## src/rtl/q_sampler.sv

```systemverilog
// q_sampler: drives the bias DAC with the controller's requested code, waits a
// settling delay, then averages 2**AVG_LOG2 ADC samples and returns the result
// as measured_q with a one-cycle ready strobe.
module q_sampler #(
  parameter int unsigned WIDTH         = 10,
  parameter int unsigned SETTLE_CYCLES = 16,
  parameter int unsigned AVG_LOG2      = 3
) (
  input  logic             clk,
  input  logic             rst,
  input  logic [WIDTH-1:0] i_ref,
  input  logic             i_ref_valid,
  input  logic [WIDTH-1:0] adc_data,
  input  logic             adc_valid,
  output logic [WIDTH-1:0] dac_code,
  output logic [WIDTH-1:0] measured_q,
  output logic             ready,
  output logic             busy
);

  localparam int unsigned N_SAMPLES = 2 ** AVG_LOG2;
  localparam int unsigned ACC_W     = WIDTH + AVG_LOG2;
  localparam int unsigned SET_W     = (SETTLE_CYCLES > 1) ? $clog2(SETTLE_CYCLES) : 1;
  localparam int unsigned SCNT_W    = (AVG_LOG2 > 0) ? AVG_LOG2 : 1;

  typedef enum logic [1:0] {
    ST_IDLE   = 2'd0,
    ST_SETTLE = 2'd1,
    ST_ACCUM  = 2'd2
  } state_e;

  state_e             state_q, state_d;
  logic [SET_W-1:0]   settle_cnt_q, settle_cnt_d;
  logic [SCNT_W-1:0]  samp_cnt_q, samp_cnt_d;
  logic [ACC_W-1:0]   acc_q, acc_d;
  logic [ACC_W-1:0]   acc_sum;
  logic [WIDTH-1:0]   dac_q, dac_d;
  logic [WIDTH-1:0]   meas_q, meas_d;
  logic               ready_q, ready_d;
  logic               busy_q, busy_d;

  // State and datapath registers; reset discards any in-flight measurement.
  always_ff @(posedge clk or negedge rst) begin
    if (!rst) begin
      state_q      <= ST_IDLE;
      settle_cnt_q <= '0;
      samp_cnt_q   <= '0;
      acc_q        <= '0;
      dac_q        <= '0;
      meas_q       <= '0;
      ready_q      <= 1'b0;
      busy_q       <= 1'b0;
    end else begin
      state_q      <= state_d;
      settle_cnt_q <= settle_cnt_d;
      samp_cnt_q   <= samp_cnt_d;
      acc_q        <= acc_d;
      dac_q        <= dac_d;
      meas_q       <= meas_d;
      ready_q      <= ready_d;
      busy_q       <= busy_d;
    end
  end

  // Next-state logic; a new request restarts from any state and beats completion.
  always_comb begin
    state_d      = state_q;
    settle_cnt_d = settle_cnt_q;
    samp_cnt_d   = samp_cnt_q;
    acc_d        = acc_q;
    dac_d        = dac_q;
    meas_d       = meas_q;
    ready_d      = 1'b0;
    acc_sum      = acc_q + ACC_W'(adc_data);

    if (i_ref_valid) begin
      dac_d        = i_ref;
      settle_cnt_d = SET_W'(SETTLE_CYCLES - 1);
      acc_d        = '0;
      samp_cnt_d   = '0;
      state_d      = ST_SETTLE;
    end else begin
      case (state_q)
        ST_IDLE: begin
          state_d = ST_IDLE;
        end
        ST_SETTLE: begin
          if (settle_cnt_q == '0) begin
            acc_d      = '0;
            samp_cnt_d = '0;
            state_d    = ST_ACCUM;
          end else begin
            settle_cnt_d = settle_cnt_q - SET_W'(1);
          end
        end
        ST_ACCUM: begin
          if (adc_valid) begin
            if (samp_cnt_q == SCNT_W'(N_SAMPLES - 1)) begin
              // Truncating average of the full sample set, including this one.
              meas_d     = WIDTH'(acc_sum >> AVG_LOG2);
              ready_d    = 1'b1;
              acc_d      = '0;
              samp_cnt_d = '0;
              state_d    = ST_IDLE;
            end else begin
              acc_d      = acc_sum;
              samp_cnt_d = samp_cnt_q + SCNT_W'(1);
            end
          end
        end
        default: begin
          state_d = ST_IDLE;
        end
      endcase
    end

    busy_d = (state_d != ST_IDLE);
  end

  assign dac_code   = dac_q;
  assign measured_q = meas_q;
  assign ready      = ready_q;
  assign busy       = busy_q;

endmodule

```

## config.mk

```make
export PLATFORM = sky130hd
export DESIGN_NAME = q_sampler
export DESIGN_NICKNAME = d
export VERILOG_FILES = /design/src/rtl/q_sampler.sv
export SDC_FILE = /design/constraint.sdc
export NUM_CORES = 1
export LEC_CHECK = 0
export CORE_MARGIN = 1.5
export CORE_UTILIZATION = 55
export DETAILED_ROUTE_END_ITERATION = 8
export PLACE_DENSITY = 0.88
export SYNTH_ARGS = -nofsm -noshare
export SYNTH_HDL_FRONTEND = slang
export SYNTH_SLANG_ARGS = --single-unit
```

## constraint.sdc

```tcl
create_clock -name clk -period 3.7 [get_ports clk]
set_input_delay 0.74 -clock clk [delete_from_list [all_inputs] [get_ports clk]]
set_output_delay 0.74 -clock clk [all_outputs]
set_load 0.005 [all_outputs]
```

==> CHANGELOG.md <==
### Implementation results

* Run status: complete, no violations
* Setup repair after global routing missed its margin: false
* Placed insts at 310
* Number of warnings reported in the yosys synthesis log at 0
* Layout overhead on the synthesized area at 24.5%
* Synth logic family: AND-OR/OR-AND gates
* Overall overflow remaining after global route at 0
* Worst path bufs/invs at 2
* Die height at between 60 and 70 µm
* Adder Share, Synth at 8.78%
* Unique cell type count in the Yosys netlist at between 40 and 50
* Number of cells on the worst hold path at 2
* Number of signal-net inverters in the final layout at 11
* Total routing usage reported by global routing at 22.2%
* Synthesized-area fraction occupied by and/or/nand/nor cells at a little over an eighth
* Vias at 1820
* Routed length on met2 at roughly 2300 µm
* Initial antenna violation count at 0
* Share of Yosys cell area claimed by the top area cell type at a little under half
* Signal buf overhead at 15.6%
* Post-synth seq share at 46.5%
* Number of well-tap cells placed at 50
* Post-synthesis chip area from yosys at roughly 2400 µm²
* Clock buffer depth at 2
* Most frequently used cell type in the post-synthesis netlist: dfrtp_1
* Critical path arrival at 2920 ps
* Number of fillers in the final layout at 317
* Crit Path Category: input port to flip-flop
* Slew Limit Fails at 0
* Worst r2r path cells at 7
* Post-Synthesis Cell Area at between 2000 and 2500 µm²
* Hold-fix buffers at CTS at 0
* Buffer type at the clock tree root: clkbuf_8
* Area occupied by multi-input gates at 1190 µm²
* Post-DR wirelength/cell at 14.9 µm
* Hold Fails Final Rpt at 0
* Share of the cycle needed by the critical path after routing at 73.7%
* # clock sinks at 44
* Maximum number of pins on one net before global-route repair at between 40 and 50
* Worst setup endpoint: acc_q[12]
* Most numerous logic cells after layout: dfrtp_1, clkdlybuf4s50_1, nand2_1
* Net count after synthesis at ~260
* Logic share of the area at 40.3%
* HPWL after DPL at 3390 µm
* Highest routed metal layer: met4
* DR iter-0 viols at 99
* Register share of the cell area at 37.4%
* Worst ir drop on vdd at 0.267 mV
* Cts bufs inserted at 5
* Synthesized netlist cell count at 220
* Clock network area share at under 10%
* Metal3 WL at around 230 µm
* Detail Route Antenna Nets at 0
* Number of setup violations in the final report at 0
* Share of flip-flops with an asynchronous set or reset after synthesis at 100%
* Drt pass-1 iters at 4
* Number of global-route vias before repair at between 1500 and 2000
* Yosys Instances at 220
* Met3 Resource Use GR at 5.36%
* Commonest flop: dfrtp_1
* Via-to-Cell Ratio at about 5.7
* # nets final at 307
* Cells resized by post-CTS repair at 0
* Met1 Use GR at between 20% and 30%
* Max-capacitance violation count at 0
* Synth top area cells: dfrtp_1, ha_1, mux2_2, o21ai_0, nand2_1
* Worst rel slew slack at roughly a third
* Final wirelength at 4740 µm
* Synthesized area per cell at around 11 µm²
* Rows at 23
* Static leakage at 0.00135 µW
* Category of the worst setup path launch point: input port
* Number of buffers added on ports at approximately 45
* GR met2 Demand/Resource at just under 40%
* Postcts setup bufs at 0
* Total stage count of the critical path at 9
* Endpoint kind of the worst setup timing path: flip-flop
* Worst Hold Endpoint: measured_q[2]
* Peak clock frequency supported by timing at 367 MHz
* Die width at 68.6 µm
* Standard cell core area at about 4000 µm²
* Clock-pin slew on the worst setup and hold paths at 80 ps
* Fraction of the core area covered by cells at the end of the flow at 72.6%
* Aggregate negative setup slack at 0 ps
==> registers in the layout, indices dropped and copies added, names as in the netlist <==
register      count
acc_q            13
busy              1
dac_code         10
measured_q       10
ready             1
samp_cnt_q        3
settle_cnt_q      4
state_q           2
==> where the power goes <==
| group | leakage, µW | switching (µW) | internal, µW |
|---|---|---|---|
| combinational | 0.000736 | 53.4 | 70.2 |
| clock | 0.0000445 | 161 | 152 |
| sequential | 0.000569 | 9.51 | 497 |
| total | 0.00135 | 224 | 719 |
==> per-stage QoR <==
step           hold WS, ps  cell area [µm²]  worst slack [ps]  total power (µW)
3_3_place_gp           460             2850               723               637
2_1_floorplan          444             2370              1240               571
3_5_place_dp           469             2850               672               640
6_report               478             2950               972               942
4_1_cts                487             2950               986               953
5_1_grt                504             2950               896               988
==> images/ff_map.png <==
Other sequential cells in the stronger grey, the rest of the logic in the fainter grey.
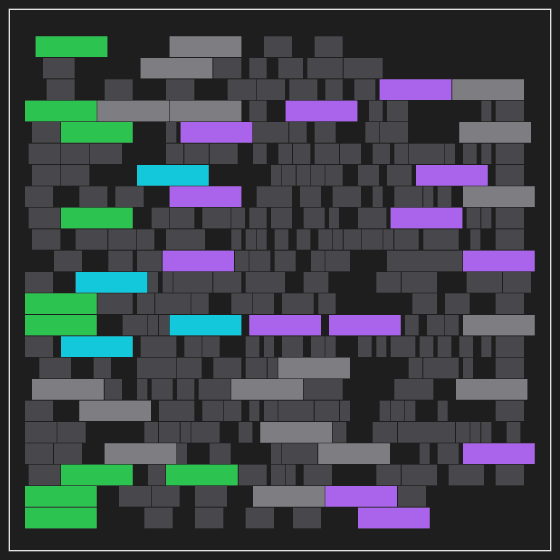
- purple: acc_q (sequential cells 13)
- cyan: settle_cnt_q (sequential cells 4; where west)
- green: dac_code (sequential cells 10)

==> images/gates.png <==
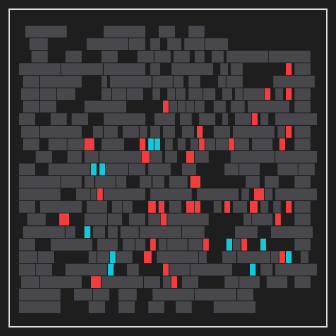
- cyan: inv cells (cells 11)
- red: nand cells (cells 35)

==> images/floorplan.png <==
Pins as bars on the die edge.
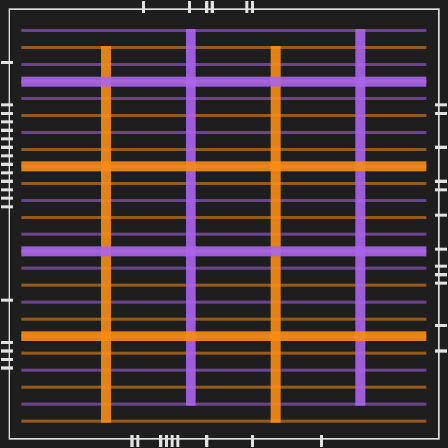
- purple: VDD
- orange: VSS
- met1 rails: 24
- rows: 23
- met5 straps: 4
- signal pins: 46
- met4 straps: 4

Power is estimated from default activity; no workload was simulated.
